$ cat config.mk
export PLATFORM = sky130hd
export DESIGN_NAME = keypad_reader
export DESIGN_NICKNAME = d
export VERILOG_FILES = /design/src/rtl/keypad_pkg.sv /design/src/rtl/keypad_reader_scan_tick.sv /design/src/rtl/keypad_reader.sv
export SDC_FILE = /design/constraint.sdc
export NUM_CORES = 1
export LEC_CHECK = 0
export CORE_MARGIN = 4
export CORE_UTILIZATION = 40
export DETAILED_ROUTE_END_ITERATION = 10
export SKIP_CTS_REPAIR_TIMING = 1
export SYNTH_ARGS = -nofsm -noshare
export SYNTH_HDL_FRONTEND = slang
export SYNTH_HIERARCHICAL = 1
export SYNTH_SLANG_ARGS = --single-unit
$ cat constraint.sdc
create_clock -name clk -period 2.2 [get_ports clk]
set_input_delay 0.66 -clock clk [delete_from_list [all_inputs] [get_ports clk]]
set_output_delay 0.66 -clock clk [all_outputs]
set_load 0.02 [all_outputs]
$ cat src/rtl/keypad_pkg.sv
// Shared definitions for the 4x4 matrix keypad reader.
//   state_t     : scan / debounce / held states of the keypad FSM
//   KEY_W       : width of a key code {row_idx, col_idx}
//   N_LINES     : number of keypad rows and of keypad columns
//   DAT_W       : width of the assembled entry value
//   col_drive() : active-low one-cold column drive pattern for a column index
//   low_row_idx(): index of the lowest-numbered low (pressed) row
package keypad_pkg;

   localparam int unsigned KEY_W   = 4;
   localparam int unsigned N_LINES = 4;
   localparam int unsigned DAT_W   = 16;

   typedef enum logic [1:0] {
      ST_SCAN,
      ST_DEBOUNCE,
      ST_HELD
   } state_t;

   function automatic logic [N_LINES-1:0] col_drive(input logic [1:0] idx);
      return ~(4'b0001 << idx);
   endfunction

   // Lowest index wins when several rows are pulled low together.
   function automatic logic [1:0] low_row_idx(input logic [N_LINES-1:0] rows);
      logic [1:0] idx;
      logic       found;
      idx   = '0;
      found = 1'b0;
      for (int unsigned i = 0; i < N_LINES; i++) begin
         if (!rows[i] && !found) begin
            idx   = 2'(i);
            found = 1'b1;
         end
      end
      return idx;
   endfunction

endpackage

$ cat src/rtl/keypad_reader_scan_tick.sv
// scan_tick: free-running divider producing a one-cycle tick every
// CLKFREQ/SCAN_HZ clock cycles (CLKFREQ/SCAN_HZ must be >= 2).
//   i_clk  : system clock, rising edge
//   i_rst  : asynchronous active-high reset, counter restarts at 0
//   o_tick : high for the single cycle in which the count is TICK_DIV-1
module scan_tick #(
   parameter int unsigned CLKFREQ = 27_000_000,
   parameter int unsigned SCAN_HZ = 1000
) (
   input  logic i_clk,
   input  logic i_rst,
   output logic o_tick
);

   localparam int unsigned TICK_DIV = CLKFREQ / SCAN_HZ;
   localparam int unsigned TW       = $clog2(TICK_DIV);
   localparam logic [TW-1:0] LAST   = TW'(TICK_DIV - 1);

   logic [TW-1:0] r_cnt;

   always_ff @(posedge i_clk or posedge i_rst) begin
      if (i_rst) begin
         r_cnt <= '0;
      end else if (r_cnt == LAST) begin
         r_cnt <= '0;
      end else begin
         r_cnt <= r_cnt + TW'(1);
      end
   end

   assign o_tick = (r_cnt == LAST);

endmodule

$ cat src/rtl/keypad_reader.sv
// keypad_reader: scans a 4x4 active-low matrix keypad one column per scan
// tick, debounces press and release, and shifts each accepted hex key code
// into a 16-bit entry value.
//   clk       : system clock, rising edge
//   rst       : asynchronous active-high reset
//   row       : keypad rows, active-low, asynchronous to clk
//   col       : keypad column drive, active-low, exactly one bit low
//   clr       : synchronous clear of dat (has priority over a new key)
//   key_valid : one-cycle pulse per accepted key
//   key_code  : last accepted key, {row_idx, col_idx}
//   dat       : entered value, newest digit in the low nibble
module keypad_reader
   import keypad_pkg::*;
#(
   parameter int unsigned CLKFREQ     = 27_000_000,
   parameter int unsigned SCAN_HZ     = 1000,
   parameter int unsigned DEBOUNCE_MS = 20
) (
   input  logic               clk,
   input  logic               rst,
   input  logic [N_LINES-1:0] row,
   output logic [N_LINES-1:0] col,
   input  logic               clr,
   output logic               key_valid,
   output logic [KEY_W-1:0]   key_code,
   output logic [DAT_W-1:0]   dat
);

   localparam int unsigned DB_TICKS = DEBOUNCE_MS * SCAN_HZ / 1000;
   // One spare count so db_cnt+1 never wraps before the compare.
   localparam int unsigned CW       = $clog2(DB_TICKS + 2);
   localparam logic [CW-1:0] DB_MAX = CW'(DB_TICKS);

   logic               w_tick;
   logic [N_LINES-1:0] r_row_meta;
   logic [N_LINES-1:0] r_row_s;
   state_t             r_state;
   logic [1:0]         r_col_idx;
   logic [1:0]         r_row_idx;
   logic [N_LINES-1:0] r_col;
   logic [CW-1:0]      r_db_cnt;
   logic               r_key_valid;
   logic [KEY_W-1:0]   r_key_code;
   logic [DAT_W-1:0]   r_dat;

   logic [CW-1:0]      w_db_next;
   logic               w_db_done;
   logic               w_row_low;
   logic [1:0]         w_col_next;
   logic [KEY_W-1:0]   w_code;

   scan_tick #(
      .CLKFREQ(CLKFREQ),
      .SCAN_HZ(SCAN_HZ)
   ) u_scan_tick (
      .i_clk (clk),
      .i_rst (rst),
      .o_tick(w_tick)
   );

   always_ff @(posedge clk or posedge rst) begin
      if (rst) begin
         r_row_meta <= '1;
         r_row_s    <= '1;
      end else begin
         r_row_meta <= row;
         r_row_s    <= r_row_meta;
      end
   end

   assign w_db_next  = r_db_cnt + CW'(1);
   assign w_db_done  = (w_db_next >= DB_MAX);
   assign w_row_low  = ~r_row_s[r_row_idx];
   assign w_col_next = r_col_idx + 2'd1;
   assign w_code     = {r_row_idx, r_col_idx};

   always_ff @(posedge clk or posedge rst) begin
      if (rst) begin
         r_state     <= ST_SCAN;
         r_col_idx   <= '0;
         r_row_idx   <= '0;
         r_col       <= col_drive(2'd0);
         r_db_cnt    <= '0;
         r_key_valid <= 1'b0;
         r_key_code  <= '0;
         r_dat       <= '0;
      end else begin
         r_key_valid <= 1'b0;
         if (w_tick) begin
            case (r_state)
               ST_SCAN: begin
                  if (r_row_s != '1) begin
                     // Column stays driven so the same key can be tracked.
                     r_row_idx <= low_row_idx(r_row_s);
                     r_db_cnt  <= CW'(1);
                     r_state   <= ST_DEBOUNCE;
                  end else begin
                     r_col_idx <= w_col_next;
                     r_col     <= col_drive(w_col_next);
                  end
               end
               ST_DEBOUNCE: begin
                  if (w_row_low) begin
                     if (w_db_done) begin
                        r_key_valid <= 1'b1;
                        r_key_code  <= w_code;
                        r_dat       <= {r_dat[DAT_W-KEY_W-1:0], w_code};
                        r_db_cnt    <= '0;
                        r_state     <= ST_HELD;
                     end else begin
                        r_db_cnt <= w_db_next;
                     end
                  end else begin
                     r_db_cnt  <= '0;
                     r_state   <= ST_SCAN;
                     r_col_idx <= w_col_next;
                     r_col     <= col_drive(w_col_next);
                  end
               end
               ST_HELD: begin
                  // Release must be seen on consecutive ticks; any low restarts it.
                  if (!w_row_low) begin
                     if (w_db_done) begin
                        r_db_cnt  <= '0;
                        r_state   <= ST_SCAN;
                        r_col_idx <= w_col_next;
                        r_col     <= col_drive(w_col_next);
                     end else begin
                        r_db_cnt <= w_db_next;
                     end
                  end else begin
                     r_db_cnt <= '0;
                  end
               end
               default: r_state <= ST_SCAN;
            endcase
         end
         // Later assignment overrides a same-cycle key shift.
         if (clr) begin
            r_dat <= '0;
         end
      end
   end

   assign col       = r_col;
   assign key_valid = r_key_valid;
   assign key_code  = r_key_code;
   assign dat       = r_dat;

endmodule
run_1/layer_met1.png
Supply wires on this layer in gray.
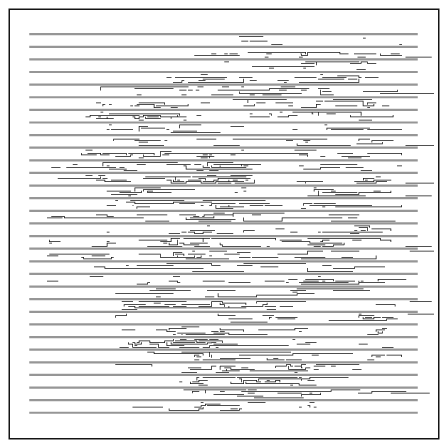
- main direction: horizontal
- nets with wire on the layer: 257
- share of all routed wire: 52%
- wire length on this layer: 2620 um
- longest straight run: 30.8 um

run_1/layer_met2.png
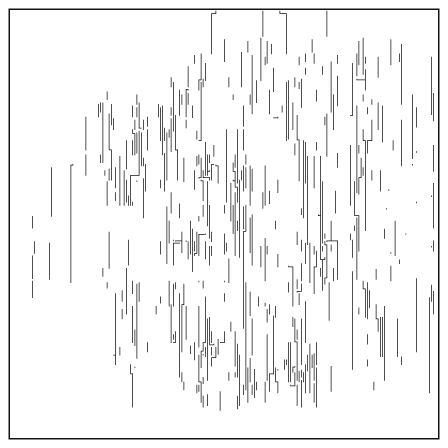
- nets with wire on the layer: 249
- share of all routed wire: 42%

==> changes_impl.md, run 1 <==
### Implementation results

* Boundary Pins at 32
* Dominant logic cell type in the layout: dfrtp_1
* Synth Area in Compound Gates at 7.80%
* Count of tool warnings at 34
* Hold path depth at 0
* M2 GR Usage at a little under a fifth
* Xor/xnor share at under 10%
* Worst VDD drop at about 420 uV
* Sequential fraction of total cell area at 41.3%
* P_leak at 1.75 nW
* Rows at 30
* Synth cell types at 58
* Min Tclk post-route at 2.11 ns
* All-Layer GR Usage at 13.6%
* Register area at about 0.0015 mm2
* Synth logic family: simple AND/OR/NAND/NOR gates
* Antenna diodes at 0
* Top Layout Cells: 48 x dfrtp_1, 31 x clkdlybuf4s50_1, 28 x nor2_1
* Largest net degree at the start of global routing at 45
* Grt total ovfl at 0
* Flops at between 50 and 60
* Max power group: clock
* Kind of critical path: reg2out
* Multi-input gate count at 162
* Total of max-cap violations at 0
* Inst Count DP at 375
* Die height at between 90 and 100 um
* Status: completed
* Crit path cell chain: clkdlybuf4s50_1
* Drt via density at 4.82
* Combinational gate power at 0.0000483 W
* Primary FF master, synth: dfrtp_1
* Area leader share at 42.3%
* Latency at later pin at 0.33 ns
* Layout Nets at 308
* Synth top cell by count: dfrtp_1
* DP Wirelength at 3.57 mm
* Fin Clk Skew at 0.00984 ns
* Clock buf/inv share at 6.70%
* Worst Path Buf+Inv at 1
* Power of the sequential group at ~0.0011 W
* Iter 0 DRT Violations at 83
* CP max stage delay at 0.60 ns
* Register share after synthesis at 52.5%
* Non-Clock Buffer Count at 44
* Clock Pin Slew Worst Setup and Hold Paths at 0.06 ns
* Routability cong. at 0.796
* Avg Cell Area, Syn at 11.7 um2
* Design Area, Final at 0.00360 mm2
* Crit. Startpoint: col[3]
* Top post-synthesis cells by count: 48 x dfrtp_1, 28 x nor2_1, 22 x mux2i_1, 16 x nand2_1, 14 x inv_1
* Multi-input combinational area share at between 30% and 40%
* DRC errors left at 0
* Internal power at 0.00190 W
* M3 GR Usage at 3.86%
* Worst Path Arrival at 1.45 ns
* Worst hold margin at between 0.3 and 0.4 ns
* Worst setup slack after layout at 0.0908 ns
* Cell type with the largest total area: dfrtp_1
* Critical path endpoint category: output port
* Final Hold Violating Endpoints at 0
* Power of the clock network at 0.00119 W
* Via Count at 1883
* Synth Cell Area at 0.00284 mm2
* Core area at 0.00683 mm2
* Post-synth area hogs: dfrtp_1 42%, dfstp_2 10%, mux2i_1 7.8%
* Signal buf overhead at 12.0%
* Net Switching at between 0.0004 and 0.0005 W
* Initial antenna violation count at 0
* Yosys reg bits at 59
* Share of post-route cells with drive strength above 1 at around 22%
* Clkbuf count at 11
* Initial Utilization at between 40 and 50%
* DRT Wirelength at slightly above 5 mm
* Slowest-stage cell, CP: clkdlybuf4s50_1
* Fin cells at 391
* TritonCTS Buffers at 9
* M1 WL at around 2.6 mm
* Worst-margin pin slew at 0.572 ns
* Crit-path max FO at 2
* Setup TNS Final at 0 ns
* Fill count at 636
* Critical register-to-register path endpoint: col[3]
* Post-layout util at around 53%
* Comb pwr share at 2.1%
* Detail Route Antenna Nets at 0
* Area-dominant class: flip-flops and latches
* Synthesis area per yosys at 0.00284 mm2
* Post-synth EDFFs at 0
* Top delay family on crit path: buffers and inverters
* R2R Path Start: u_scan_tick/r_cnt[7]
* GRT met1 Usage at 19.0%
* R2r setup slk at about 0.17 ns
* Vias in the first global route at 1832
* Mux frac, synth at about a tenth
* Met3 Wirelength at ~230 um
* Flop pwr share at 47.0%
* Sink Count at 59
* Logic area at 0.00127 mm2
* Largest register FFs at 16
* Hold Path Sink: r_row_s[1]
* Mapped Cells at 243
* Cycle use final at 95.9%
* First-pass GRT wire length at 8.99 mm
* CTS tree: built
* Yosys adder share at under 10%
run_1/layer_met3.png
Bar = 20 um.
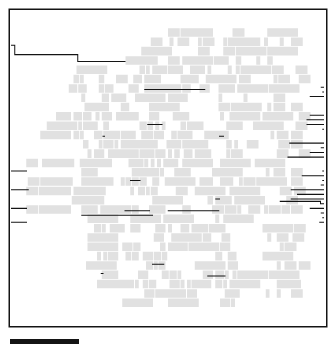
- share of all routed wire: 4.6%
- longest straight run: 20.7 um
- wire length on this layer: 230 um
- main direction: horizontal
- nets with wire on the layer: 33

==> run 1 -> run 2 <==
--- a/config.mk
+++ b/config.mk
@@ -6,8 +6,9 @@
 export NUM_CORES = 1
 export LEC_CHECK = 0
 export CORE_MARGIN = 4
-export CORE_UTILIZATION = 40
+export CORE_UTILIZATION = 50
 export DETAILED_ROUTE_END_ITERATION = 10
+export PLACE_DENSITY = 0.72
 export SKIP_CTS_REPAIR_TIMING = 1
 export SYNTH_ARGS = -nofsm -noshare
 export SYNTH_HDL_FRONTEND = slang
==> constraint.sdc (replaced) <==
create_clock -name clk -period 2.5 [get_ports clk]
set_input_delay 0.75 -clock clk [delete_from_list [all_inputs] [get_ports clk]]
set_output_delay 0.75 -clock clk [all_outputs]
set_load 0.02 [all_outputs]
run_2/logic_types.png
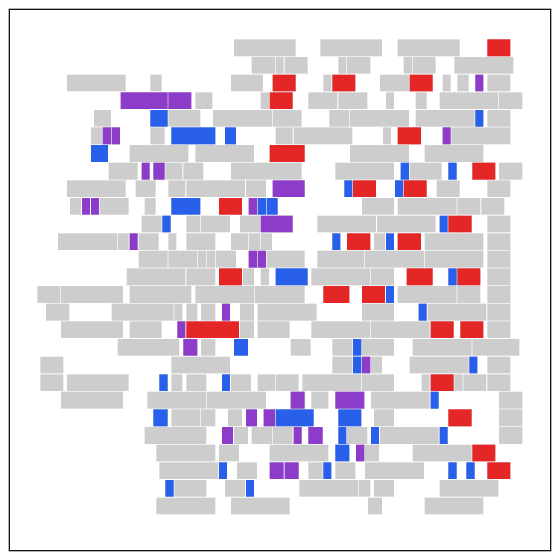
- blue: NOR gates (cells 40; most used nor2_1)
- red: multiplexers (cells 26; most used mux2i_1)
- purple: NAND gates (cells 30; most used nand2_1)

==> changes_impl.md, run 2 <==
### Implementation results

* Status: completed
* WP data required at roughly 2.8 ns
* Total power at 0.00185 W
* Root Buffer: clkbuf_8
* Latency at later pin at 0.33 ns
* Top post-synthesis cells by count: 48 x dfrtp_1, 28 x nor2_1, 22 x mux2i_1, 16 x nand2_1, 14 x inv_1
* Multi-input gate count at 162
* Largest net degree at the start of global routing at just over 40
* Routability cong. at 0.749
* Clock buf/inv share at 5.64%
* Fill count at 430
* Largest register FFs at 16
* DRT Wirelength at between 4 and 5 mm
* Design Area, Final at 0.00344 mm2
* Synth Cell Area at 0.00284 mm2
* Synthesis area per yosys at 0.00284 mm2
* Slowest-stage cell, CP: or4b_1
* Flops at 59
* Worst hold margin at 0.356 ns
* Antenna diodes at 0
* Area leader share at 42.3%
* TritonCTS Buffers at 9
* CP max stage delay at about 0.6 ns
* GRT met1 Usage at 21.3%
* Inst Count DP at 342
* Die height at 83.4 um
* Non-Clock Buffer Count at 35
* Critical path endpoint category: register
* M1 WL at 2.34 mm
* Iter 0 DRT Violations at 81
* Register area at between 0.001 and 0.0015 mm2
* Yosys adder share at around 4.8%
* Detail Route Antenna Nets at 0
* Synth top cell by count: dfrtp_1
* Sink Count at 59
* Core area at 0.00551 mm2
* Worst setup slack after layout at 0.269 ns
* Primary FF master, synth: dfrtp_1
* Worst Path Buf+Inv at 1
* Synth Area in Compound Gates at under 10%
* Fin cells at around 360
* Internal power at 0.00146 W
* Most crowded layer after global routing: met2
* Area delta synth->final at 21.1%
* Avg Cell Area, Syn at between 10 and 15 um2
* Kind of critical path: reg2reg
* R2R Path Start: u_scan_tick/r_cnt[7]
* IO buf count at 31
* Rows at 27
* Cycle use final at 89.3%
* Critical register-to-register path endpoint: col[3]
* Max power group: registers
* Clkbuf count at 11
* Combinational gate power at between 0.00004 and 0.00005 W
* Share of post-route cells with drive strength above 1 at 17.8%
* Hold path depth at 0
* Critical Path Start Type: register
* Unrepaired setup endpoints after global routing: false
* DP Wirelength at 3.36 mm
* Grt total ovfl at 0
* Via Count at between 1500 and 2000
* Mux frac, synth at 9.87%
* Min Tclk post-route at approximately 2.2 ns
* Xor/xnor share at approximately 4%
* R2r setup slk at about 0.27 ns
* Syn nets at 261
* Sequential fraction of total cell area at between 40 and 50%
* Power of the sequential group at slightly below 0.001 W
* Hold Path Sink: r_row_s[3]
* Post-layout util at 62.4%
* Setup TNS Final at 0 ns
* Cell type with the largest total area: dfrtp_1
* Mapped Cells at between 200 and 250
* Net Switching at 0.000387 W
* Post-synth EDFFs at 0
* Crit-path max FO at 6
* Synth logic family: simple AND/OR/NAND/NOR gates
* Power of the clock network at between 0.0008 and 0.0009 W
* Drt via density at 5.14
* DRC errors left at 0
* Logic area at 0.00124 mm2
* Multi-input combinational area share at a little over a third
* Area-dominant class: flip-flops and latches
* Signal buf overhead at 10.6%
* Synth cell types at 58
* Met2 WL at 2.23 mm
* Worst VDD drop at ~410 uV
* Register share after synthesis at 52.5%
* Clock Pin Slew Worst Setup and Hold Paths at 0.07 ns
* Met3 Wirelength at between 200 and 300 um
* Vias in the first global route at 1855
* Flop pwr share at 52.5%
* Count of tool warnings at 34
* CTS tree: built
* Dominant logic cell type in the layout: dfrtp_1
* All-Layer GR Usage at 15.9%
* Layout Nets at 299
* Final Hold Violating Endpoints at 0
* Crit path cell chain: or4b_1 -> nor3_4 -> nor2b_1 -> nand2_1 -> a21oi_4 -> buf_4 -> mux2i_1
* Comb pwr share at 2.2%
* Top Layout Cells: 48 x dfrtp_1, 31 x clkdlybuf4s50_1, 28 x nor2_1
* Crit. Startpoint: u_scan_tick/r_cnt[7]
* Top delay family on crit path: simple AND/OR/NAND/NOR gates
* Worst Path Arrival at roughly 2.5 ns
* Yosys reg bits at 59
* P_leak at 1.68 nW
* Initial Utilization at around half
* Post-synth area hogs: dfrtp_1 42%, dfstp_2 10%, mux2i_1 7.8%
* Boundary Pins at 32
* Fin Clk Skew at a little under 0.01 ns
* Asr flop ratio synth at 100%
* Yosys warnings at 6
* First-pass GRT wire length at around 9 mm
* Worst-margin pin slew at 0.587 ns
* Initial antenna violation count at 0
* Pre-antenna DRT Iters at 4
* Total of max-cap violations at 0
* Yosys cell count at 243
* M2 GR Usage at 23.6%
* M3 GR Usage at 4.96%
* WP depth at 7
==> run 2 -> run 3 <==
--- a/config.mk
+++ b/config.mk
@@ -5,11 +5,9 @@
 export SDC_FILE = /design/constraint.sdc
 export NUM_CORES = 1
 export LEC_CHECK = 0
-export CORE_MARGIN = 4
 export CORE_UTILIZATION = 50
 export DETAILED_ROUTE_END_ITERATION = 10
 export PLACE_DENSITY = 0.72
-export SKIP_CTS_REPAIR_TIMING = 1
 export SYNTH_ARGS = -nofsm -noshare
 export SYNTH_HDL_FRONTEND = slang
 export SYNTH_HIERARCHICAL = 1
run_3/layer_met2.png
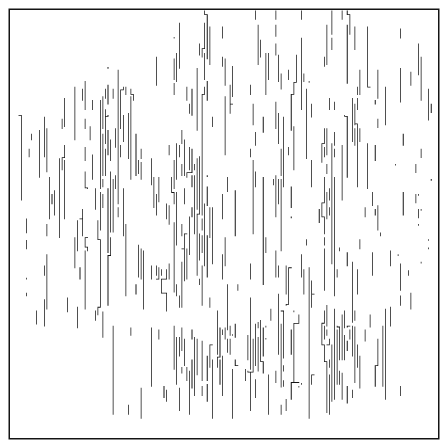
- wire length on this layer: 1980 um
- main direction: vertical
- share of all routed wire: 43%

==> changes_impl.md, run 3 <==
### Implementation results

* Met2 WL at ~2.0 mm
* Mapped Cells at about 240
* Clkbuf count at 12
* Inst Count DP at 343
* Cycle use final at 88.1%
* Fill count at 445
* Worst hold margin at 0.353 ns
* Latency at later pin at 0.34 ns
* Boundary Pins at 32
* Initial Utilization at 51.9%
* Critical path endpoint category: output port
* Comb pwr share at under 10%
* Yosys adder share at roughly 4.8%
* R2R Path Start: u_scan_tick/r_cnt[10]
* Critical register-to-register path endpoint: key_code[2]
* Core area at 0.00547 mm2
* Most crowded layer after global routing: met2
* Met3 Wirelength at 261 um
* Iter 0 DRT Violations at 88
* Internal power at 0.00139 W
* CTS tree: built
* Die height at slightly below 80 um
* Synthesis area per yosys at ~0.0028 mm2
* IO buf count at 31
* DRT Wirelength at 4.57 mm
* Min Tclk post-route at 2.20 ns
* Yosys cell count at approximately 240
* Net Switching at between 0.0003 and 0.0004 W
* Avg Cell Area, Syn at 11.7 um2
* Total power at 0.00178 W
* Setup TNS Final at 0 ns
* Layout Nets at 300
* Drt via density at ~5.2
* Worst Path Buf+Inv at 1
* Xor/xnor share at between 4 and 5%
* Status: completed
* First-pass GRT wire length at 8.05 mm
* Synth Area in Compound Gates at around 8%
* WP data required at 1.75 ns
* TritonCTS Buffers at 9
* Synth top cell by count: dfrtp_1
* Critical Path Start Type: register
* Largest net degree at the start of global routing at 45
* Register area at ~0.0015 mm2
* Grt total ovfl at 0
* Routability cong. at 0.820
* R2r setup slk at 0.36 ns
* Dominant logic cell type in the layout: dfrtp_1
* WP depth at 1
* Synth logic family: simple AND/OR/NAND/NOR gates
* Largest register FFs at 16
* Count of tool warnings at 34
* Sequential fraction of total cell area at between 40% and 50%
* DP Wirelength at 3.28 mm
* Sink Count at 59
* Antenna diodes at 0
* Mux frac, synth at 9.87%
* Worst-margin pin slew at 0.561 ns
* Top post-synthesis cells by count: 48 x dfrtp_1, 28 x nor2_1, 22 x mux2i_1, 16 x nand2_1, 14 x inv_1
* Crit-path max FO at 2
* Multi-input gate count at between 150 and 200
* DRC errors left at 0
* Kind of critical path: reg2out
* Root Buffer: clkbuf_8
* Yosys warnings at 6
* Top delay family on crit path: buffers and inverters
* Area leader share at 42.3%
* Slowest-stage cell, CP: clkdlybuf4s50_1
* Fin Clk Skew at 0.0102 ns
* P_leak at 1.65 nW
* Synth cell types at 58
* Top Layout Cells: 48 x dfrtp_1, 31 x clkdlybuf4s50_1, 28 x nor2_1
* Post-synth EDFFs at 0
* M3 GR Usage at 7.06%
* Signal buf overhead at 10.6%
* Clock buf/inv share at 5.29%
Power is estimated from default activity; no workload was simulated.
